<file path="src/rtl/hazard_scoreboard_pkg.sv">
// Shared core types for the hazard scoreboard: register select type,
// in-flight slot record and the bubble constant loaded on reset.
package core_pkg;

    localparam int NUM_REGS  = 8;
    localparam int REG_SEL_W = $clog2(NUM_REGS);

    typedef logic [REG_SEL_W-1:0] reg_sel_t;

    typedef struct packed {
        logic     valid;
        reg_sel_t wr1_sel;
        logic     wr1_en;
        reg_sel_t wr2_sel;
        logic     wr2_en;
        logic     halt;
    } inflight_slot_t;

    localparam inflight_slot_t SLOT_BUBBLE = '0;

endpackage

</file>
<file path="src/rtl/hazard_scoreboard_if.sv">
// Decode/execute side bundle of the hazard scoreboard; the core is the
// master, the scoreboard is the slave.
interface hazard_scoreboard_if;
    import core_pkg::*;

    logic        id_valid;
    reg_sel_t    id_rs1_sel;
    reg_sel_t    id_rs2_sel;
    logic        id_rs1_used;
    logic        id_rs2_used;
    reg_sel_t    id_wr1_sel;
    reg_sel_t    id_wr2_sel;
    logic        id_wr1_en;
    logic        id_wr2_en;
    logic        id_halt;
    logic        ex_branch;

    logic        stall;
    logic        flush;
    logic        halted;
    logic        fwd_rs1;
    logic        fwd_rs2;
    logic [15:0] stall_count;
    logic [3:0]  inflight;

    modport master (
        output id_valid, id_rs1_sel, id_rs2_sel, id_rs1_used, id_rs2_used,
               id_wr1_sel, id_wr2_sel, id_wr1_en, id_wr2_en, id_halt, ex_branch,
        input  stall, flush, halted, fwd_rs1, fwd_rs2, stall_count, inflight
    );

    modport slave (
        input  id_valid, id_rs1_sel, id_rs2_sel, id_rs1_used, id_rs2_used,
               id_wr1_sel, id_wr2_sel, id_wr1_en, id_wr2_en, id_halt, ex_branch,
        output stall, flush, halted, fwd_rs1, fwd_rs2, stall_count, inflight
    );

endinterface

</file>
<file path="src/rtl/hazard_scoreboard_slot_match.sv">
// Compares one decode source register against both write ports of one
// in-flight slot.
module slot_match
    import core_pkg::*;
(
    input  reg_sel_t       src_sel,
    input  logic           src_used,
    input  inflight_slot_t slot,
    output logic           hit
);

    // Select 0 is an ordinary register here, so no zero exemption.
    assign hit = src_used && slot.valid &&
                 ((slot.wr1_en && (slot.wr1_sel == src_sel)) ||
                  (slot.wr2_en && (slot.wr2_sel == src_sel)));

endmodule

</file>
<file path="src/rtl/hazard_scoreboard.sv">
// RAW stall, branch flush stretching and sticky halt for the pipelined core.
// Optional writeback bypass selected with HAZARD_SCOREBOARD_FORWARDING_EN.
module hazard_scoreboard
    import core_pkg::*;
#(
    parameter int PIPE_DEPTH   = 2,
    parameter int FLUSH_CYCLES = 1
)
(
    input  logic         clock,
    input  logic         reset_n,
    hazard_scoreboard_if.slave sb
);

    localparam int LAST = PIPE_DEPTH - 1;

    inflight_slot_t          slot [PIPE_DEPTH];
    inflight_slot_t          id_entry;
    logic [PIPE_DEPTH-1:0]   hit_rs1;
    logic [PIPE_DEPTH-1:0]   hit_rs2;
    logic [1:0]              flush_cnt;
    logic                    halted_q;
    logic [15:0]             stall_cnt_q;
    logic                    hazard;
    logic                    stall_w;
    logic                    flush_w;
    logic                    issue;
    logic                    fwd1_w;
    logic                    fwd2_w;
    logic [3:0]              inflight_w;

    for (genvar i = 0; i < PIPE_DEPTH; i++) begin : g_match
        slot_match u_rs1 (
            .src_sel  (sb.id_rs1_sel),
            .src_used (sb.id_rs1_used),
            .slot     (slot[i]),
            .hit      (hit_rs1[i])
        );
        slot_match u_rs2 (
            .src_sel  (sb.id_rs2_sel),
            .src_used (sb.id_rs2_used),
            .slot     (slot[i]),
            .hit      (hit_rs2[i])
        );
    end

`ifdef HAZARD_SCOREBOARD_FORWARDING_EN
    // Only the retiring slot can be bypassed; anything younger still stalls.
    logic young_rs1;
    logic young_rs2;

    if (PIPE_DEPTH > 1) begin : g_young
        assign young_rs1 = |hit_rs1[PIPE_DEPTH-2:0];
        assign young_rs2 = |hit_rs2[PIPE_DEPTH-2:0];
    end else begin : g_no_young
        assign young_rs1 = 1'b0;
        assign young_rs2 = 1'b0;
    end

    assign hazard = young_rs1 | young_rs2;
    assign fwd1_w = sb.id_valid & ~halted_q & hit_rs1[LAST] & ~young_rs1;
    assign fwd2_w = sb.id_valid & ~halted_q & hit_rs2[LAST] & ~young_rs2;
`else
    assign hazard = (|hit_rs1) | (|hit_rs2);
    assign fwd1_w = 1'b0;
    assign fwd2_w = 1'b0;
`endif

    assign flush_w = sb.ex_branch | (flush_cnt != 2'd0);
    assign stall_w = halted_q | (sb.id_valid & hazard & ~flush_w);
    assign issue   = sb.id_valid & ~stall_w & ~flush_w & ~halted_q;

    assign id_entry = '{valid:   1'b1,
                        wr1_sel: sb.id_wr1_sel,
                        wr1_en:  sb.id_wr1_en,
                        wr2_sel: sb.id_wr2_sel,
                        wr2_en:  sb.id_wr2_en,
                        halt:    sb.id_halt};

    always_comb begin
        inflight_w = '0;
        for (int i = 0; i < PIPE_DEPTH; i++) begin
            inflight_w = inflight_w + 4'(slot[i].valid);
        end
    end

    // Shadow pipeline, flush stretch, halt latch and stall statistics.
    always_ff @(posedge clock or negedge reset_n) begin
        if (!reset_n) begin
            for (int i = 0; i < PIPE_DEPTH; i++) begin
                slot[i] <= SLOT_BUBBLE;
            end
            flush_cnt   <= '0;
            halted_q    <= 1'b0;
            stall_cnt_q <= '0;
        end else begin
            slot[0] <= issue ? id_entry : SLOT_BUBBLE;
            for (int i = 1; i < PIPE_DEPTH; i++) begin
                slot[i] <= slot[i-1];
            end

            if (sb.ex_branch) begin
                flush_cnt <= 2'(FLUSH_CYCLES - 1);
            end else if (flush_cnt != 2'd0) begin
                flush_cnt <= flush_cnt - 2'd1;
            end

            if (slot[LAST].valid && slot[LAST].halt) begin
                halted_q <= 1'b1;
            end

            if (stall_w && !halted_q && (stall_cnt_q != 16'hFFFF)) begin
                stall_cnt_q <= stall_cnt_q + 16'd1;
            end
        end
    end

    assign sb.stall       = stall_w;
    assign sb.flush       = flush_w;
    assign sb.halted      = halted_q;
    assign sb.fwd_rs1     = fwd1_w;
    assign sb.fwd_rs2     = fwd2_w;
    assign sb.stall_count = stall_cnt_q;
    assign sb.inflight    = inflight_w;

endmodule

</file>
<file path="src/flat_wrapper.sv">
// flat-port wrapper written by rule: the top's interface ports become plain ports
module hazard_scoreboard_flat import core_pkg::*;
#(
    parameter int PIPE_DEPTH   = 2,
    parameter int FLUSH_CYCLES = 1
)
  (clock, reset_n, sb_id_valid, sb_id_rs1_sel, sb_id_rs2_sel, sb_id_rs1_used, sb_id_rs2_used, sb_id_wr1_sel, sb_id_wr2_sel, sb_id_wr1_en, sb_id_wr2_en, sb_id_halt, sb_ex_branch, sb_stall, sb_flush, sb_halted, sb_fwd_rs1, sb_fwd_rs2, sb_stall_count, sb_inflight);
  hazard_scoreboard_if sb_i ();
  input  logic clock;
  input  logic reset_n;
  input wire logic [$bits(sb_i.id_valid)-1:0] sb_id_valid;
  input wire logic [$bits(sb_i.id_rs1_sel)-1:0] sb_id_rs1_sel;
  input wire logic [$bits(sb_i.id_rs2_sel)-1:0] sb_id_rs2_sel;
  input wire logic [$bits(sb_i.id_rs1_used)-1:0] sb_id_rs1_used;
  input wire logic [$bits(sb_i.id_rs2_used)-1:0] sb_id_rs2_used;
  input wire logic [$bits(sb_i.id_wr1_sel)-1:0] sb_id_wr1_sel;
  input wire logic [$bits(sb_i.id_wr2_sel)-1:0] sb_id_wr2_sel;
  input wire logic [$bits(sb_i.id_wr1_en)-1:0] sb_id_wr1_en;
  input wire logic [$bits(sb_i.id_wr2_en)-1:0] sb_id_wr2_en;
  input wire logic [$bits(sb_i.id_halt)-1:0] sb_id_halt;
  input wire logic [$bits(sb_i.ex_branch)-1:0] sb_ex_branch;
  output wire logic [$bits(sb_i.stall)-1:0] sb_stall;
  output wire logic [$bits(sb_i.flush)-1:0] sb_flush;
  output wire logic [$bits(sb_i.halted)-1:0] sb_halted;
  output wire logic [$bits(sb_i.fwd_rs1)-1:0] sb_fwd_rs1;
  output wire logic [$bits(sb_i.fwd_rs2)-1:0] sb_fwd_rs2;
  output wire logic [$bits(sb_i.stall_count)-1:0] sb_stall_count;
  output wire logic [$bits(sb_i.inflight)-1:0] sb_inflight;
  assign sb_i.id_valid = sb_id_valid;
  assign sb_i.id_rs1_sel = sb_id_rs1_sel;
  assign sb_i.id_rs2_sel = sb_id_rs2_sel;
  assign sb_i.id_rs1_used = sb_id_rs1_used;
  assign sb_i.id_rs2_used = sb_id_rs2_used;
  assign sb_i.id_wr1_sel = sb_id_wr1_sel;
  assign sb_i.id_wr2_sel = sb_id_wr2_sel;
  assign sb_i.id_wr1_en = sb_id_wr1_en;
  assign sb_i.id_wr2_en = sb_id_wr2_en;
  assign sb_i.id_halt = sb_id_halt;
  assign sb_i.ex_branch = sb_ex_branch;
  assign sb_stall = sb_i.stall;
  assign sb_flush = sb_i.flush;
  assign sb_halted = sb_i.halted;
  assign sb_fwd_rs1 = sb_i.fwd_rs1;
  assign sb_fwd_rs2 = sb_i.fwd_rs2;
  assign sb_stall_count = sb_i.stall_count;
  assign sb_inflight = sb_i.inflight;
  hazard_scoreboard #(.PIPE_DEPTH(PIPE_DEPTH), .FLUSH_CYCLES(FLUSH_CYCLES)) u_core (.clock(clock), .reset_n(reset_n), .sb(sb_i));
endmodule
</file>
<file path="config.mk">
export PLATFORM = sky130hd
export DESIGN_NAME = hazard_scoreboard_flat
export DESIGN_NICKNAME = d
export VERILOG_FILES = /design/src/rtl/hazard_scoreboard_pkg.sv /design/src/rtl/hazard_scoreboard_if.sv /design/src/rtl/hazard_scoreboard_slot_match.sv /design/src/rtl/hazard_scoreboard.sv /design/src/flat_wrapper.sv
export SDC_FILE = /design/constraint.sdc
export NUM_CORES = 1
export LEC_CHECK = 0
export ABC_AREA = 1
export ABC_CLOCK_PERIOD_IN_PS = 1900
export CORE_MARGIN = 1
export CORE_UTILIZATION = 52
export CTS_CLUSTER_DIAMETER = 80
export DETAILED_ROUTE_END_ITERATION = 16
export PLACE_DENSITY = 0.82
export SYNTH_ARGS = -nofsm -noshare
export SYNTH_HDL_FRONTEND = slang
export SYNTH_HIERARCHICAL = 1
export SYNTH_SLANG_ARGS = --single-unit
</file>
<file path="constraint.sdc">
create_clock -name clock -period 1.9 [get_ports clock]
set_clock_uncertainty 0.1 [all_clocks]
set_input_delay 0.285 -clock clock [delete_from_list [all_inputs] [get_ports clock]]
set_output_delay 0.285 -clock clock [all_outputs]
set_load 0.01 [all_outputs]
</file>
==> out/qor.tcl <==
set qor(route.vias.total) 2280
set qor(critPathSlowestCell) {dfrtp_1}
set qor(outcome) {complete, but fails checks}
set qor(crit_arrival_ps) 1560
set qor(postCtsSetupBuffers) 2
set qor(power.share.clock_pct) 32.4
set qor(remaining_drc_errors) 0
set qor(top_area_cell_class) {multi-input combinational cells}
set qor(p_int_mw) 1.75
set qor(count_of_multi_input_combinational_gates) 251
set qor(cts_hold_buf) 1
set qor(total_power_mw) 2.46
set qor(global_route_wire_length_before_repair_um) 9180
set qor(crit-reg2reg-capture) {u_core/sb.stall_count[9]}
set qor(grt_setup_unrepaired) {yes}
set qor(violations_in_the_final_reports) {setup timing}
set qor(synth.cell_area_mm2) 0.00246
set qor(finalSetupViolCount) 11
set qor(postLayoutSetupSlackWorst_ps) -40.4
set qor(largest_net_degree_at_the_start_of_global_routing) 22
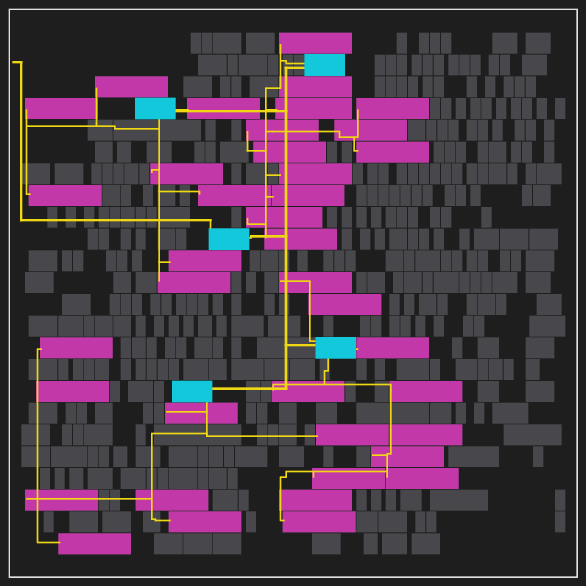
clock_map.png
(8 px per µm)
[clock wires] yellow | length: 428 µm
[flip-flops] magenta | count: 39
[cells driving clock nets] cyan | count: 5
routed clock nets: 6

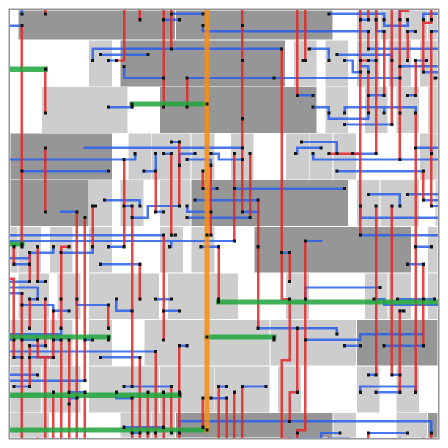
zoom.png
Window x 23 to 48, y 23 to 48 µm. Cells in grey, sequential cells in the stronger grey; small squares are vias.
[met2] red
[met1] blue
[met4] orange
[met3] green
cells with their middle in the window: 64
most frequent: nor2_1 (13), nand2_1 (13), inv_1 (10)
sequential cells in the window: 10
netlist names of flops here include: `u_core/slot` (6), `u_core/sb.stall_count` (4)

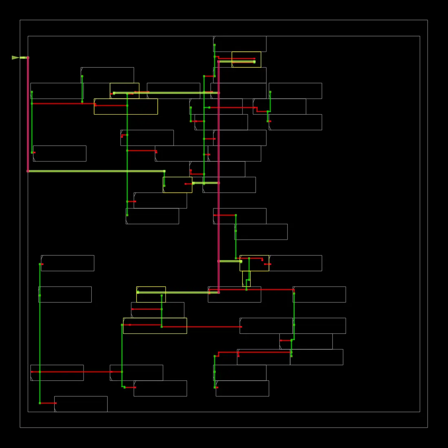
final_clocks.png
number of flip-flops and latches: 39
clock latency on the worst-skew pair: 290 ps

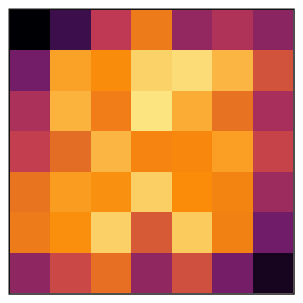
density.png
(4 px per µm) 7 x 7 tiles, from black (low) to pale yellow (high), 0 to 100% covered.
densest ninth of the die: middle
nearly empty tiles: 2.0%
tiles over 75% full: 35%
mean over tiles: 62%

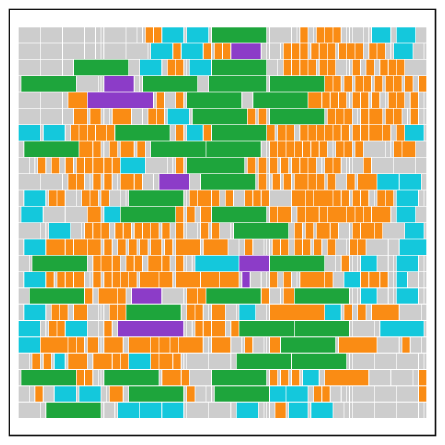
cell_classes.png
(6 px per µm) Fill, decap, tap and diode cells in grey.
[clock drivers and dummy loads] purple | cells: 8 | share of their area: 4.3%
[flip-flops] green | cells: 39 | share of their area: 32%
[other buffers and delay cells] cyan | cells: 54 | share of their area: 17%
[all other logic] orange | cells: 315 | share of their area: 47%
number of rows created at floorplan: 24
final instance area: 0.00315 mm²
flop share of the area: 31.0%
post-route core utilization: 71.0%
core region area: 0.00444 mm²

